<file path="src/rtl/requant_pkg.sv">
// Shared types for the requantizer scheduler: side info bundle and FSM states.
// The ZERO state exists only when REQ_ZERO_SKIP_EN is defined.
package requant_pkg;

  localparam int NSAMP = 576;

  typedef struct packed {
    logic                   window_switching_flag;
    logic [1:0]             block_type;
    logic                   mixed_block_flag;
    logic                   scalefac_scale;
    logic [7:0]             global_gain;
    logic                   preflag;
    logic [2:0][2:0]        subblock_gain;
    logic [8:0]             big_values;
    logic [20:0][3:0]       scalefac_l;
    logic [11:0][2:0][3:0]  scalefac_s;
  } side_info_t;

  typedef enum logic [2:0] {
    S_IDLE,
    S_ISSUE,
    S_DRAIN,
`ifdef REQ_ZERO_SKIP_EN
    S_ZERO,
`endif
    S_DONE
  } rqs_state_t;

endpackage

</file>
<file path="src/rtl/rqs_delay_line.sv">
// Valid/data shift register with async active-low clear.
// pending reports whether any valid will still be in flight after the next edge.
module rqs_delay_line #(
  parameter int DEPTH = 2,
  parameter int W     = 10
) (
  input  logic         clk,
  input  logic         rst_n,
  input  logic         in_v,
  input  logic [W-1:0] in_d,
  output logic         out_v,
  output logic [W-1:0] out_d,
  output logic         pending
);

  logic [DEPTH-1:0]        v_q, v_d;
  logic [DEPTH-1:0][W-1:0] d_q, d_d;

  always_comb begin
    v_d    = v_q;
    d_d    = d_q;
    v_d[0] = in_v;
    d_d[0] = in_d;
    for (int i = 1; i < DEPTH; i++) begin
      v_d[i] = v_q[i-1];
      d_d[i] = d_q[i-1];
    end
  end

  always_comb begin
    pending = in_v;
    for (int i = 0; i < DEPTH - 1; i++) begin
      pending = pending | v_q[i];
    end
  end

  always_ff @(posedge clk or negedge rst_n) begin
    if (!rst_n) begin
      v_q <= '0;
      d_q <= '0;
    end else begin
      v_q <= v_d;
      d_q <= d_d;
    end
  end

  assign out_v = v_q[DEPTH-1];
  assign out_d = d_q[DEPTH-1];

endmodule

</file>
<file path="src/rtl/requant_scheduler.sv">
// Walks one granule of samples through the requantizer into the output buffer.
// Define REQ_ZERO_SKIP_EN to write positions >= nz_count as zero directly.
module requant_scheduler #(
  parameter int NSAMP   = requant_pkg::NSAMP,
  parameter int SMP_LAT = 2,
  parameter int RQ_LAT  = 2
) (
  input  logic                  clk,
  input  logic                  rst_n,
  input  logic                  start,
  input  logic                  si_window_switching_flag,
  input  logic [1:0]            si_block_type,
  input  logic                  si_mixed_block_flag,
  input  logic                  si_scalefac_scale,
  input  logic [7:0]            si_global_gain,
  input  logic                  si_preflag,
  input  logic [2:0][2:0]       si_subblock_gain,
  input  logic [8:0]            si_big_values,
  input  logic [20:0][3:0]      si_scalefac_l,
  input  logic [11:0][2:0][3:0] si_scalefac_s,
  input  logic [9:0]            nz_count,
  output logic                  busy,
  output logic                  done,
  output logic                  err,
  output logic [9:0]            smp_addr,
  input  logic [15:0]           smp_rdata,
  output logic                  rq_window_switching_flag,
  output logic [1:0]            rq_block_type,
  output logic                  rq_mixed_block_flag,
  output logic                  rq_scalefac_scale,
  output logic [7:0]            rq_global_gain,
  output logic                  rq_preflag,
  output logic [2:0][2:0]       rq_subblock_gain,
  output logic [8:0]            rq_big_values,
  output logic [20:0][3:0]      rq_scalefac_l,
  output logic [11:0][2:0][3:0] rq_scalefac_s,
  output logic [15:0]           rq_x,
  output logic [9:0]            rq_pos,
  output logic                  rq_v,
  input  logic [31:0]           rq_dout,
  input  logic                  rq_dout_v,
  output logic [9:0]            out_addr,
  output logic [31:0]           out_data,
  output logic                  out_we
);

  import requant_pkg::*;

  localparam logic [9:0] NFULL = 10'(NSAMP);
`ifdef REQ_ZERO_SKIP_EN
  localparam logic [9:0] LAST = 10'(NSAMP - 1);
`endif

  rqs_state_t state_q, state_d;
  side_info_t si_q, si_d, si_in;
  logic [9:0] k_q, k_d;
  logic [9:0] n_q, n_d;
  logic [9:0] n_in;
  logic       busy_q, busy_d;
  logic       done_q, done_d;
  logic       err_q, err_d;

  logic       iss, zw, wr;
  logic       v1, v2, pend1, pend2;
  logic [9:0] p1, p2;

  assign si_in = {si_window_switching_flag, si_block_type,
                  si_mixed_block_flag, si_scalefac_scale,
                  si_global_gain, si_preflag, si_subblock_gain,
                  si_big_values, si_scalefac_l, si_scalefac_s};

`ifdef REQ_ZERO_SKIP_EN
  assign n_in = (nz_count > NFULL) ? NFULL : nz_count;
  assign zw   = (state_q == S_ZERO);
`else
  logic unused_nz;
  assign unused_nz = ^nz_count;
  assign n_in      = NFULL;
  assign zw        = 1'b0;
`endif

  always_comb begin
    state_d = state_q;
    k_d     = k_q;
    n_d     = n_q;
    si_d    = si_q;
    err_d   = err_q | (rq_dout_v & ~v2);
    unique case (state_q)
      S_IDLE: begin
        if (start) begin
          si_d    = si_in;
          n_d     = n_in;
          k_d     = '0;
          state_d = S_ISSUE;
`ifdef REQ_ZERO_SKIP_EN
          if (n_in == '0) state_d = S_ZERO;
`endif
        end
      end
      S_ISSUE: begin
        if (k_q == n_q - 10'd1) state_d = S_DRAIN;
        else                    k_d     = k_q + 10'd1;
      end
      S_DRAIN: begin
        if (!pend1 && !pend2) begin
`ifdef REQ_ZERO_SKIP_EN
          if (n_q == NFULL) begin
            state_d = S_DONE;
          end else begin
            state_d = S_ZERO;
            k_d     = n_q;
          end
`else
          state_d = S_DONE;
`endif
        end
      end
`ifdef REQ_ZERO_SKIP_EN
      S_ZERO: begin
        if (k_q == LAST) state_d = S_DONE;
        else             k_d     = k_q + 10'd1;
      end
`endif
      S_DONE:  state_d = S_IDLE;
      default: state_d = S_IDLE;
    endcase
    busy_d = (state_d != S_IDLE) && (state_d != S_DONE);
    done_d = (state_d == S_DONE);
  end

  always_ff @(posedge clk or negedge rst_n) begin
    if (!rst_n) begin
      state_q <= S_IDLE;
      si_q    <= '0;
      k_q     <= '0;
      n_q     <= '0;
      busy_q  <= 1'b0;
      done_q  <= 1'b0;
      err_q   <= 1'b0;
    end else begin
      state_q <= state_d;
      si_q    <= si_d;
      k_q     <= k_d;
      n_q     <= n_d;
      busy_q  <= busy_d;
      done_q  <= done_d;
      err_q   <= err_d;
    end
  end

  assign iss      = (state_q == S_ISSUE);
  assign smp_addr = iss ? k_q : '0;

  rqs_delay_line #(.DEPTH(SMP_LAT), .W(10)) u_smp_dly (
    .clk     (clk),
    .rst_n   (rst_n),
    .in_v    (iss),
    .in_d    (k_q),
    .out_v   (v1),
    .out_d   (p1),
    .pending (pend1)
  );

  rqs_delay_line #(.DEPTH(RQ_LAT), .W(10)) u_rq_dly (
    .clk     (clk),
    .rst_n   (rst_n),
    .in_v    (v1),
    .in_d    (p1),
    .out_v   (v2),
    .out_d   (p2),
    .pending (pend2)
  );

  assign rq_v   = v1;
  assign rq_pos = p1;
  assign rq_x   = v1 ? smp_rdata : '0;

  // an unmatched rq_dout_v is flagged in err and never reaches the buffer
  assign wr       = rq_dout_v & v2;
  assign out_we   = wr | zw;
  assign out_addr = zw ? k_q : p2;
  assign out_data = wr ? rq_dout : '0;

  assign busy = busy_q;
  assign done = done_q;
  assign err  = err_q;

  assign rq_window_switching_flag = si_q.window_switching_flag;
  assign rq_block_type            = si_q.block_type;
  assign rq_mixed_block_flag      = si_q.mixed_block_flag;
  assign rq_scalefac_scale        = si_q.scalefac_scale;
  assign rq_global_gain           = si_q.global_gain;
  assign rq_preflag               = si_q.preflag;
  assign rq_subblock_gain         = si_q.subblock_gain;
  assign rq_big_values            = si_q.big_values;
  assign rq_scalefac_l            = si_q.scalefac_l;
  assign rq_scalefac_s            = si_q.scalefac_s;

endmodule

</file>
<file path="config.mk">
export PLATFORM = sky130hd
export DESIGN_NAME = requant_scheduler
export DESIGN_NICKNAME = d
export VERILOG_FILES = /design/src/rtl/requant_pkg.sv /design/src/rtl/rqs_delay_line.sv /design/src/rtl/requant_scheduler.sv
export SDC_FILE = /design/constraint.sdc
export NUM_CORES = 1
export LEC_CHECK = 0
export CORE_AREA = 2 2 255 257
export DETAILED_ROUTE_END_ITERATION = 8
export DIE_AREA = 0 0 257 259
export MAX_ROUTING_LAYER = met4
export SLEW_MARGIN = 10
export SYNTH_ARGS = -nofsm -noshare
export SYNTH_HDL_FRONTEND = slang
export SYNTH_SLANG_ARGS = --single-unit
</file>
<file path="constraint.sdc">
create_clock -name clk -period 2.3 [get_ports clk]
set_input_delay 0.23 -clock clk [delete_from_list [all_inputs] [get_ports clk]]
set_output_delay 0.23 -clock clk [all_outputs]
set_load 0.02 [all_outputs]
</file>
Figure 1. Cell area per tile (run 1).
26 x 26 tiles, from white (low) to dark blue (high), 0 to 100% covered.
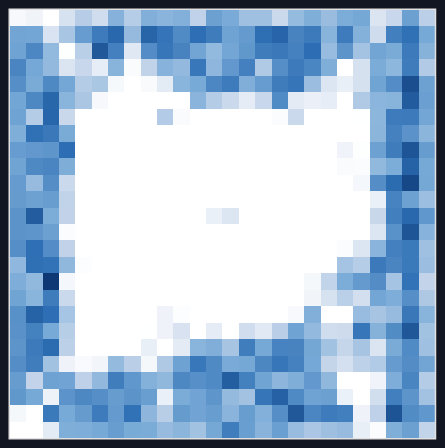
3.7% of the tiles are over 75% full. The emptiest ninth of the die: middle. 35% of the tiles are nearly empty. The mean over all tiles is 30%. The fullest tile reaches 97%.
fp util: 19.1%
Core ar.: 0.0639 mm2
post-layout util: 33.3%

Figure 2. Routed metal, one color a layer (run 1).
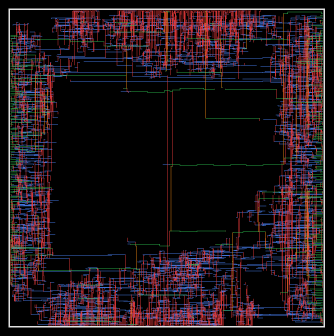
Key: met4 = orange [wire length 1290 um]; met2 = red [wire length 20.4 mm]; met3 = green [wire length 3300 um]; met1 = blue [wire length 18700 um]
WL per Instance: 15.2 um
vias: 11236
Detailed Route WL: 43600 um
GRT Total Usage: 13.1%

Figure 3. Track usage over the die (run 1).
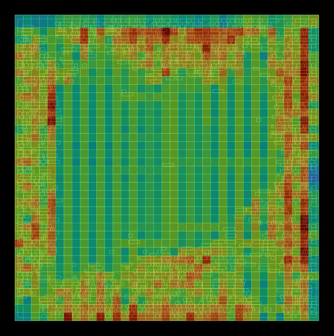
busiest grt layer: met2
grt met2 use: 21.1%
met3 GRT Util: 3.73%

==> flow_summary.json, run 1 <==
{
  "outcome": "finished clean",
  "route.detailed.drc": 0,
  "path_class": "flip-flop to output port",
  "warnings": 36,
  "h-tree-depth": 2,
  "io_buffers": 654,
  "top_area_share_pct": 65.9,
  "r2r-start": "k_q[0]$_DFFE_PN0P_",
  "startpoint": "u_rq_dly.v_q[1]$_DFF_PN0_",
  "fp.dieW_um": 257,
  "ff2ff_path_depth": 5,
  "yosysSeqAreaShare_pct": 65.9,
  "synth_area_mm2": 0.0122,
  "max_cap_viol_count": 0,
  "relSlewSlack_pct": 65.2,
  "setup_viol_count_final": 0,
  "synth_flop_count": 321,
  "rsz0062_at_grt": "no",
  "antenna_found_initial": 1,
  "period_used_pct": 93.3,
  "cts_made_buffers": 37,
  "hp-class": "input port to async pin",
  "ys.warnings.count": 0,
  "io_pins": 665,
  "yosys_cells": 1310,
  "grt_pass1_vias": 11872,
  "drtIter0Drc": 535,
  "synth_cell_types": 36,
  "arrival_ns": 1.92,
  "drv_slew": 0,
  "place_hpwl_um": 33200,
  "area_growth_pct": 74.8,
  "crit_end": "out_data[19]",
  "lay_top_count": "nand2_1",
  "clock_skew_ns": 0.0174,
  "ctsRootBufferMaster": "clkbuf_16",
  "fp.dieH_um": 259,
  "vias_per_cell": 3.93,
  "r2r_end": "k_q[5]$_DFFE_PN0P_",
  "grt_pass1_wl_um": 67300,
  "yosys_area_mm2": 0.0122,
  "syn_area_per_cell_um2": 9.30,
  "syn-instance-count": 1310,
  "dieArea_mm2": 0.0666,
  "path_clk_slew_ns": 0.06,
  "syn_nets": 1633,
  "nNetsFinal": 2304,
  "crit_fanout": 19,
  "power_leakage_nw": 10.2,
  "r2r_slack_ns": 0.34,
  "layout_min_cycle_time_ns": 2.15,
  "cp.required_ns": 2.07,
  "ir_drop_uv": 488,
  "area_leaders": "dfrtp_1 66%, nand2_1 24%, and3_1 2.2%, buf_2 1.8%, and2_1 1.0%",
  "worstSetupEndpointType": "output port",
  "placementRows": 93,
  "clock_latency_ns": 0.54,
  "hold_viol_final": 0,
  "first_pass_iters": 6,
  "clockBufferDepth": 3,
  "gp_congestion": 0.929,
  "grt.overflow.total": 0,
  "drive_above_1_share_pct": 6.38,
  "final_cell_mix": "785 x nand2_1, 640 x clkdlybuf4s50_1, 319 x dfrtp_1",
  "power.density_mw_per_mm2": 862,
  "setup-tns-final_ns": 0,
  "yosysTopAreaCell": "dfrtp_1",
  "route.antenna.remaining_nets": 0,
  "max_freq_ghz": 0.466,
  "grt_max_degree": 87,
  "tightest_slew_ns": 0.509,
  "crit_path_start_kind": "flip-flop",
  "clock-sinks": 321,
  "cts_tree": "built"
}
[run 1: registers in the layout, indices dropped and copies added (netlist names), 2 cells and up]
register and flops:
u_smp_dly.out_d 10, u_rq_dly.out_d 10, u_smp_dly.v_q 2, k_q 10, rq_big_values 9, state_q 3, u_smp_dly.d_d 10, u_rq_dly.v_q 2
rq_global_gain 8, rq_scalefac_s 144, rq_subblock_gain 9, u_rq_dly.d_d 10, rq_scalefac_l 84, rq_block_type 2
[run 1: synth_stat cells]
cell type    n
a2111oi_0    1
a21o_1       1
a21oi_1      7
a311oi_1     1
and2_1      20
and3_1      42
and3_2       1
and4b_4      1
and4bb_1     1
buf_2       44
buf_4       10
buf_6        1
clkbuf_1    26
conb_1       1
dfrtp_1    321
ha_1         1
inv_1        2
mux2i_1      2
nand2_1    785
nand2b_1     1
nand3_1      4
nand3b_1     2
nand4b_1     1
nor2_1       4
nor3_1       3
nor4_1       2
nor4b_1      2
o2111a_1     2
o21a_1       1
o21ai_0      6
o31ai_1      4
or2_2        3
or2b_1       1
or3_2        1
or4_1        4
or4b_2       1
[run 1: power breakdown]
group | total (mW) | internal (mW) | leakage [nW] | switching [mW]
Combinational | 5.10 | 2.48 | 5.56 | 2.61
Sequential | 7.14 | 6.59 | 4.05 | 0.551
Clock | 6.12 | 3.78 | 0.624 | 2.35
[run 1: through the flow]
stage	setup slack, ns	hold WS (ns)	std cells	power (mW)	instance area [um2]
global placement	0.266	0.149	2795	12.3	20000
finish	0.155	0.219	2862	18.4	21300
detailed placement	0.256	0.149	2795	12.4	20000
CTS	0.00432	0.161	2861	18.7	21300
global route	0.0423	0.181	2862	19.3	21300
floorplan	0.517	-0.0656	1310	9.25	12200
[run 1: area by class of cell]
type / instances / area [um2]
Timing Repair Buffer: 713 / 7160
Clock buffer: 51 / 1060
Tap cell: 855 / 1070
Clock inverter: 13 / 201
Antenna cell: 1 / 2.50
Sequential cell: 321 / 8040
Inverter: 2 / 7.51
Multi-Input combinational cell: 906 / 3750
Fill cell: 6465 / 42600
[run 1: worst max-delay path: stages (launching register included)]
cell	delay, ns
dfrtp_2	0.39
buf_4	0.20
and3_1	0.18
clkdlybuf4s50_1	0.61
[run 1: cells by family (layout without fill, tap and decap cells)]
family	count (synthesis)	count (layout)	share of synthesized area, %
and+or+nand+nor	879	879	29.2
DFF	321	321	65.9
buffers and inverters	83	779	3.38
AOI/OAI and AO/OA	23	23	1.23
muxes	2	2	0.164
adders and majority gates	1	1	0.103
other	1	2	0.0308
[run 1: metal layers]
metal  global-route usage (%)  part of all wire [%]
met5                        -                     0
met4                     4.65                   2.9
met3                     3.73                   7.6
met2                     21.1                    47
met1                     15.7                    43
[run 1: what timing repair did]
action | in CTS | in global routing
hold endpoints to repair | 108 | 0
setup buffers | 1 | 0
resized | 14 | 3
pin swaps | 0 | 0
hold buffers | 1 | 0
setup endpoints to repair | 28 | 2
## Run 2: what changed since run 1
- PLACE_DENSITY: unset -> 0.47
- SLEW_MARGIN: 10 -> 25
Figure 4. The metal 2 layer (run 2).
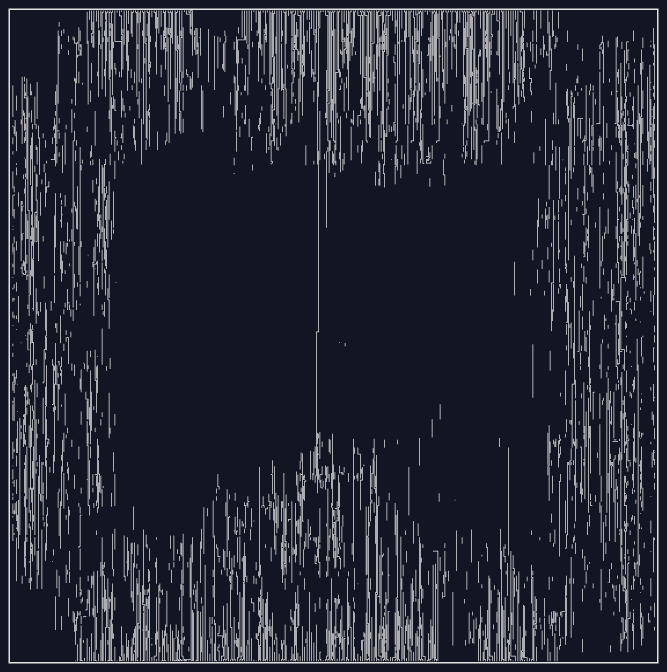
1836 nets have wire on it. The wires run mostly vertical. The layer carries 21.5 mm of wire. The layer holds 49% of the routed length. The longest straight run is 84.3 um.

==> flow_summary.json, run 2 <==
{
  "cts_made_buffers": 39,
  "grt_pass1_vias": 11354,
  "warnings": 38,
  "ff2ff_path_depth": 7,
  "largest_register_ffs": 144,
  "routed_wl_um": 44100,
  "area_leaders": "dfrtp_1 66%, nand2_1 24%, and3_1 2.2%, buf_2 1.8%, and2_1 1.0%",
  "dieArea_mm2": 0.0666,
  "hp-class": "input port to async pin",
  "crit_fanout": 10,
  "synth_flop_count": 321,
  "fp.dieW_um": 257,
  "setup-tns-final_ns": 0,
  "violations": "design-rule violations",
  "synthFlopType": "dfrtp_1",
  "grt_max_degree": 108,
  "io_pins": 665,
  "placementRows": 93,
  "drv_slew": 0,
  "power_leakage_nw": 10.2,
  "dp_cells": 2789,
  "arrival_ns": 1.94,
  "clock-sinks": 321,
  "cts_tree": "built",
  "setup_viol_count_final": 0,
  "edf_count": 0,
  "vias_per_cell": 3.85,
  "yosysTopAreaCell": "dfrtp_1",
  "route.antenna.remaining_nets": 0,
  "antenna_found_initial": 1,
  "placed_area_mm2": 0.0200,
  "outcome": "complete, but fails checks",
  "synth_cell_types": 36,
  "syn-instance-count": 1310,
  "place_hpwl_um": 32700,
  "synth_area_mm2": 0.0122,
  "wl_per_cell_um": 15.4,
  "rsz0062_at_grt": "no",
  "initCoreUtil_pct": 19.1,
  "io_buffers": 654,
  "drive_above_1_share_pct": 5.84,
  "layout_min_cycle_time_ns": 2.17,
  "r2r-start": "state_q[0]$_DFF_PN0_",
  "num_vias": 11005,
  "power.density_mw_per_mm2": 866,
  "cp_top_family": "buffers and inverters",
  "r2r_slack_ns": 0.33,
  "route.detailed.drc": 4,
  "path_clk_slew_ns": 0.06,
  "critPathMaxStageDelay_ns": 0.47,
  "finalHoldWorstSlack_ns": 0.157,
  "gp_congestion": 0.882,
  "path_class": "flip-flop to output port",
  "relSlewSlack_pct": 56.3,
  "drtIter0Drc": 460,
  "async_flop_share_pct": 100,
  "crit_chain": "nor2_2, buf_4, and3_1, dlygate4sd2_1",
  "crit_slowest_cell": "dfrtp_1",
  "clock_skew_ns": 0.0201,
  "clockBufferDepth": 3,
  "ctsRootBufferMaster": "clkbuf_16",
  "fp.dieH_um": 259,
  "grt_pass1_wl_um": 67400,
  "r2r_end": "rq_big_values[1]$_DFFE_PN0P_",
  "yosysSeqAreaShare_pct": 65.9,
  "synth_dominant_cell_count": "nand2_1",
  "area_growth_pct": 74.9,
  "first_pass_iters": 9,
  "nNetsFinal": 2300,
  "syn_nets": 1633,
  "crit_path_start_kind": "flip-flop",
  "top_area_share_pct": 65.9,
  "cp.required_ns": 2.07,
  "worstSetupEndpointType": "output port",
  "yosys_cells": 1310,
  "syn_area_per_cell_um2": 9.30,
  "final_cell_mix": "785 x nand2_1, 643 x clkdlybuf4s50_1, 320 x dfrtp_1"
}
Figure 5. Gate-type map (run 2).
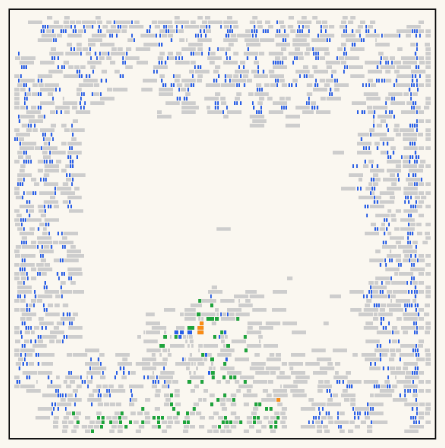
Key: AND-OR and OR-AND gates = orange [cells 4, most used o2111a_1, where bottom middle]; AND and OR gates = green [cells 75, most used and3_1, where bottom middle]; NAND gates = blue [cells 793, most used nand2_1, where all over the die]
filler-free cell count of the finished design: 2859
Commonest Layout Cell: nand2_1
logic share of the area: 17.6%

-- run 2: cell type report --
| class | instances | area, um2 | share of cell area, % |
|---|---|---|---|
| Clock buffer | 60 | 1150 | 5.38 |
| Multi-Input combinational cell | 906 | 3750 | 17.6 |
| Antenna cell | 1 | 2.50 | 0.0117 |
| Inverter | 2 | 7.51 | 0.0352 |
| Tap cell | 855 | 1070 | 5.02 |
| Sequential cell | 321 | 8030 | 37.7 |
| Timing Repair Buffer | 707 | 7150 | 33.6 |
| Clock inverter | 7 | 150 | 0.705 |
-- run 2: logic make-up after synthesis --
logic type      Yosys count  synth area share, %
simple gates            879                 29.2
flops                   321                 65.9
buf+inv                  83                 3.38
compound gates           23                 1.23
mux                       2                0.164
fa+ha+maj                 1                0.103
other cells               1               0.0308
-- run 2: power breakdown --
group	switching, mW	leakage [nW]	internal, mW
combinational	2.61	5.51	2.48
sequential	0.504	4.05	6.59
clock	2.40	0.630	3.87
-- run 2: through the flow --
stage	power (mW)	setup slack [ns]	util [%]
2_1_floorplan	9.25	0.517	-
3_3_place_gp	12.3	0.212	31.3
3_5_place_dp	12.3	0.196	31.3
4_1_cts	18.8	0.0174	33.3
5_1_grt	19.5	0.0149	33.4
6_report	18.5	0.131	33.4
-- run 2: worst max path at each step --
stage	startpoint	endpoint	slack, ns	depth (start not counted)
finish	state_q[1]$_DFF_PN0_	smp_addr[5]	0.13	4
global route	state_q[1]$_DFF_PN0_	smp_addr[7]	0.01	4
CTS	state_q[1]$_DFF_PN0_	smp_addr[5]	0.02	4
detailed placement	start	rq_big_values[1]$_DFFE_PN0P_	0.20	7
global placement	start	rq_subblock_gain[6]$_DFFE_PN0P_	0.21	7
floorplan	k_q[0]$_DFFE_PN0P_	k_q[5]$_DFFE_PN0P_	0.52	6
-- run 2: per-layer routing --
| layer | vias up | part of all wire (%) | routed length (um) | GRT usage, % |
|---|---|---|---|---|
| li1 | 5363 | - | - | - |
| met1 | 5171 | 41 | 18100 | 15.6 |
| met2 | 405 | 49 | 21500 | 21.5 |
| met3 | 66 | 7.7 | 3370 | 4.19 |
| met4 | 0 | 2.5 | 1100 | 4.20 |
| met5 | - | 0 | 0 | - |
-- run 2: what timing repair did --
action	4_1_cts	5_1_grt
pin swaps	0	0
endpoints found under the setup margin	10	12
hold buffers	1	0
buffers inserted	1	0
gates resized	11	2
hold endpoints to repair	158	0
## Run 3: what changed since run 2
- HOLD_SLACK_MARGIN: unset -> 0.08
- TNS_END_PERCENT: unset -> 30
Figure 6. Track usage over the die (run 3).
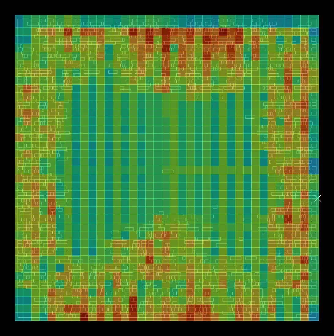
met1 GRT Util: 15.6%
GRT Total Usage: 13.2%
post-layout util: 33.4%
grt met2 use: 21.5%

==> flow_summary.json, run 3 <==
{
  "clockBufferDepth": 3,
  "ys.warnings.count": 0,
  "grt_pass1_wl_um": 67400,
  "vias_per_cell": 3.84,
  "crit_fanout": 10,
  "violations": "design-rule violations",
  "worstSetupEndpointType": "output port",
  "rsz0062_at_grt": "no",
  "mux_share_pct": 0.164,
  "route.detailed.drc": 4,
  "warnings": 38,
  "synth_dominant_cell_count": "nand2_1",
  "cp.required_ns": 2.07,
  "coreArea_mm2": 0.0639,
  "syn-instance-count": 1310,
  "adder_share_pct": 0.103,
  "outcome": "complete, but fails checks",
  "syn_area_per_cell_um2": 9.30,
  "max_cap_viol_count": 0,
  "cts_tree": "built",
  "fp.dieH_um": 259,
  "syn_nets": 1633,
  "critPathMaxStageDelay_ns": 0.47,
  "first_pass_iters": 9,
  "drtIter0Drc": 461,
  "drive_above_1_share_pct": 5.79,
  "relSlewSlack_pct": 56.2,
  "edf_count": 0,
  "initCoreUtil_pct": 19.1,
  "io_buffers": 654,
  "final_cell_mix": "785 x nand2_1, 643 x clkdlybuf4s50_1, 320 x dfrtp_1",
  "route.antenna.remaining_nets": 0,
  "placementRows": 93,
  "yosysTopAreaCell": "dfrtp_1",
  "worst_slack_ns": 0.133,
  "area_growth_pct": 74.9,
  "tightest_slew_ns": 0.656,
  "antenna_found_initial": 1,
  "fp.dieW_um": 257,
  "crit_chain": "nor2_2, buf_4, and3_1, dlygate4sd2_1",
  "synthFlopType": "dfrtp_1",
  "wl_per_cell_um": 15.4,
  "clock_skew_ns": 0.0198,
  "grt_pass1_vias": 11338,
  "synth_cell_types": 36,
  "compound_area_share_pct": 1.23,
  "layout_min_cycle_time_ns": 2.17,
  "yosys.area_share.xor_xnor_pct": 0,
  "h-tree-depth": 2,
  "lay_top_count": "nand2_1",
  "ctsRootBufferMaster": "clkbuf_16",
  "yosysSeqAreaShare_pct": 65.9,
  "largest_register_ffs": 144,
  "drv_slew": 0,
  "gp_congestion": 0.882,
  "p_sw_share_pct": 29.9,
  "logic_family": "simple AND/OR/NAND/NOR gates",
  "top_cells_by_count": "785 x nand2_1, 321 x dfrtp_1, 44 x buf_2",
  "yosys_cells": 1310,
  "ir_drop_uv": 527,
  "io_pins": 665,
  "p_sw_mw": 5.52,
  "path_class": "flip-flop to output port",
  "pwr-share-comb_pct": 27.6,
  "crit_path_start_kind": "flip-flop",
  "clock-sinks": 321,
  "path_clk_slew_ns": 0.06,
  "area_leaders": "dfrtp_1 66%, nand2_1 24%, and3_1 2.2%, buf_2 1.8%, and2_1 1.0%",
  "grt.overflow.total": 0,
  "power_frac_seq_pct": 38.4,
  "nNetsFinal": 2299,
  "finalHoldWorstSlack_ns": 0.159,
  "async_flop_share_pct": 100,
  "intPower_mw": 12.9,
  "pre_cts_ws_ns": 0.196,
  "power_leakage_nw": 10.2,
  "hp-class": "input port to async pin",
  "dieArea_mm2": 0.0666,
  "yosys_area_mm2": 0.0122,
  "synth_area_mm2": 0.0122,
  "setup-tns-final_ns": 0,
  "max_freq_ghz": 0.461,
  "cts_made_buffers": 39,
  "hold_viol_final": 0,
  "clock_latency_ns": 0.55,
  "grt_max_degree": 108,
  "period_used_pct": 94.2,
  "place_hpwl_um": 32700,
  "synth_flop_count": 321,
  "clkPwrFrac_pct": 34.0,
  "top_area_share_pct": 65.9,
  "setup_viol_count_final": 0,
  "crit_slowest_cell": "dfrtp_1",
  "arrival_ns": 1.94,
  "simple_gate_area_share_pct": 29.2,
  "power.density_mw_per_mm2": 867
}
Figure 7. The metal 2 layer (run 3).
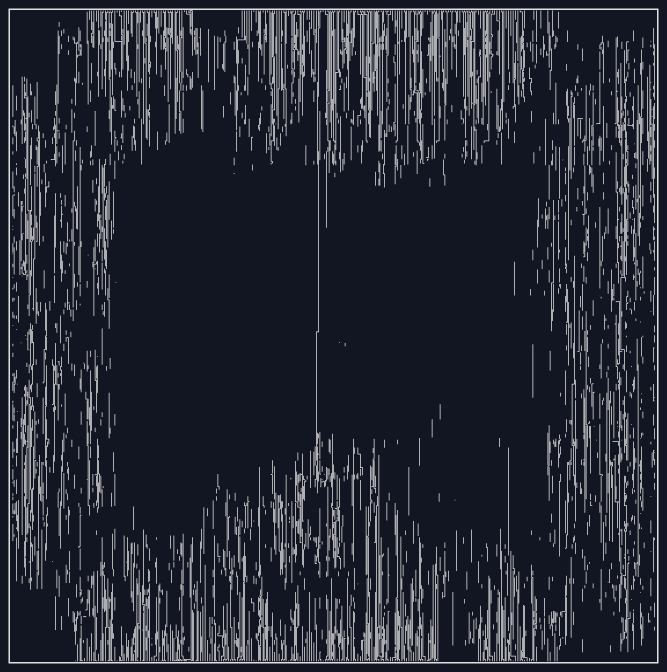
The wires run mostly vertical. The longest straight run is 84.3 um. 1834 nets have wire on it. The layer holds 49% of the routed length. The layer carries 21.5 mm of wire.
Detailed Route WL: 44100 um
vias: 10987

run 3: cell counts after synthesis:
No cell type changed its count.
run 3: per-layer routing:
layer	wire length, um	track usage, %
met1	18100	15.6
met2	21500	21.5
met3	3380	4.19
met4	1070	4.12
met5	0	-
run 3: cell type report:
cell class | instances | area, um2
Fill cell | 6443 | 42600
Sequential cell | 321 | 8030
Timing Repair Buffer | 706 | 7150
Multi-Input combinational cell | 906 | 3750
Clock buffer | 60 | 1150
Tap cell | 855 | 1070
Clock inverter | 7 | 150
Inverter | 2 | 7.51
Antenna cell | 1 | 2.50
run 3: cell families after synthesis:
family / Yosys count
muxes: 2
buffers and inverters: 83
AOI/OAI and AO/OA: 23
DFF: 321
adders and majority gates: 1
and+or+nand+nor: 879
other: 1
run 3: what timing repair did:
| item | CTS | global route |
|---|---|---|
| buffers inserted | 0 | 0 |
| hold buffers | 1 | 0 |
| resized | 11 | 2 |
| endpoints found under the setup margin | 10 | 12 |
| hold endpoints to repair | 186 | 0 |
run 3: final timing paths:
check / cells after the start / start / slack (ns) / to
max: 4 / state_q[1]$_DFF_PN0_ / 0.13 / smp_addr[5]
min: 2 / rst_n / 0.16 / rq_scalefac_l[67]$_DFFE_PN0P_
max reg2reg: 5 / k_q[0]$_DFFE_PN0P_ / 0.34 / k_q[9]$_DFFE_PN0P_
min reg2reg: 0 / u_rq_dly.d_d[13]$_DFF_PN0_ / 0.34 / u_rq_dly.out_d[3]$_DFF_PN0_
max in group asynchronous: 4 / rst_n / 1.33 / u_rq_dly.out_d[1]$_DFF_PN0_
min in group clk: 3 / si_scalefac_l[77] / 0.20 / rq_scalefac_l[77]$_DFFE_PN0P_
run 3: critical path, delay by kind of cell (launching register included):
kind          cells  cell delay, ns
buf+inv           2            0.55
flops             1            0.47
simple gates      2            0.37
run 3: power groups by stage:
stage          Combinational, mW  Sequential [mW]  Clock (mW)
6_report                    5.09             7.10        6.27
4_1_cts                     5.18             7.11        6.52
5_1_grt                     5.47             7.22        6.76
3_5_place_dp                5.16             7.19           0
2_1_floorplan              0.987             8.26           0
3_3_place_gp                5.15             7.17           0
run 3: per-stage QoR:
| stage | power (mW) | std cells | instance area [um2] |
|---|---|---|---|
| after floorplan | 9.25 | 1310 | 12200 |
| after global placement | 12.3 | 2789 | 20000 |
| after detailed placement | 12.3 | 2789 | 20000 |
| after CTS | 18.8 | 2857 | 21300 |
| after global routing | 19.5 | 2858 | 21300 |
| final | 18.5 | 2858 | 21300 |
No activity file was given, so power comes from the tool's default toggle rates.
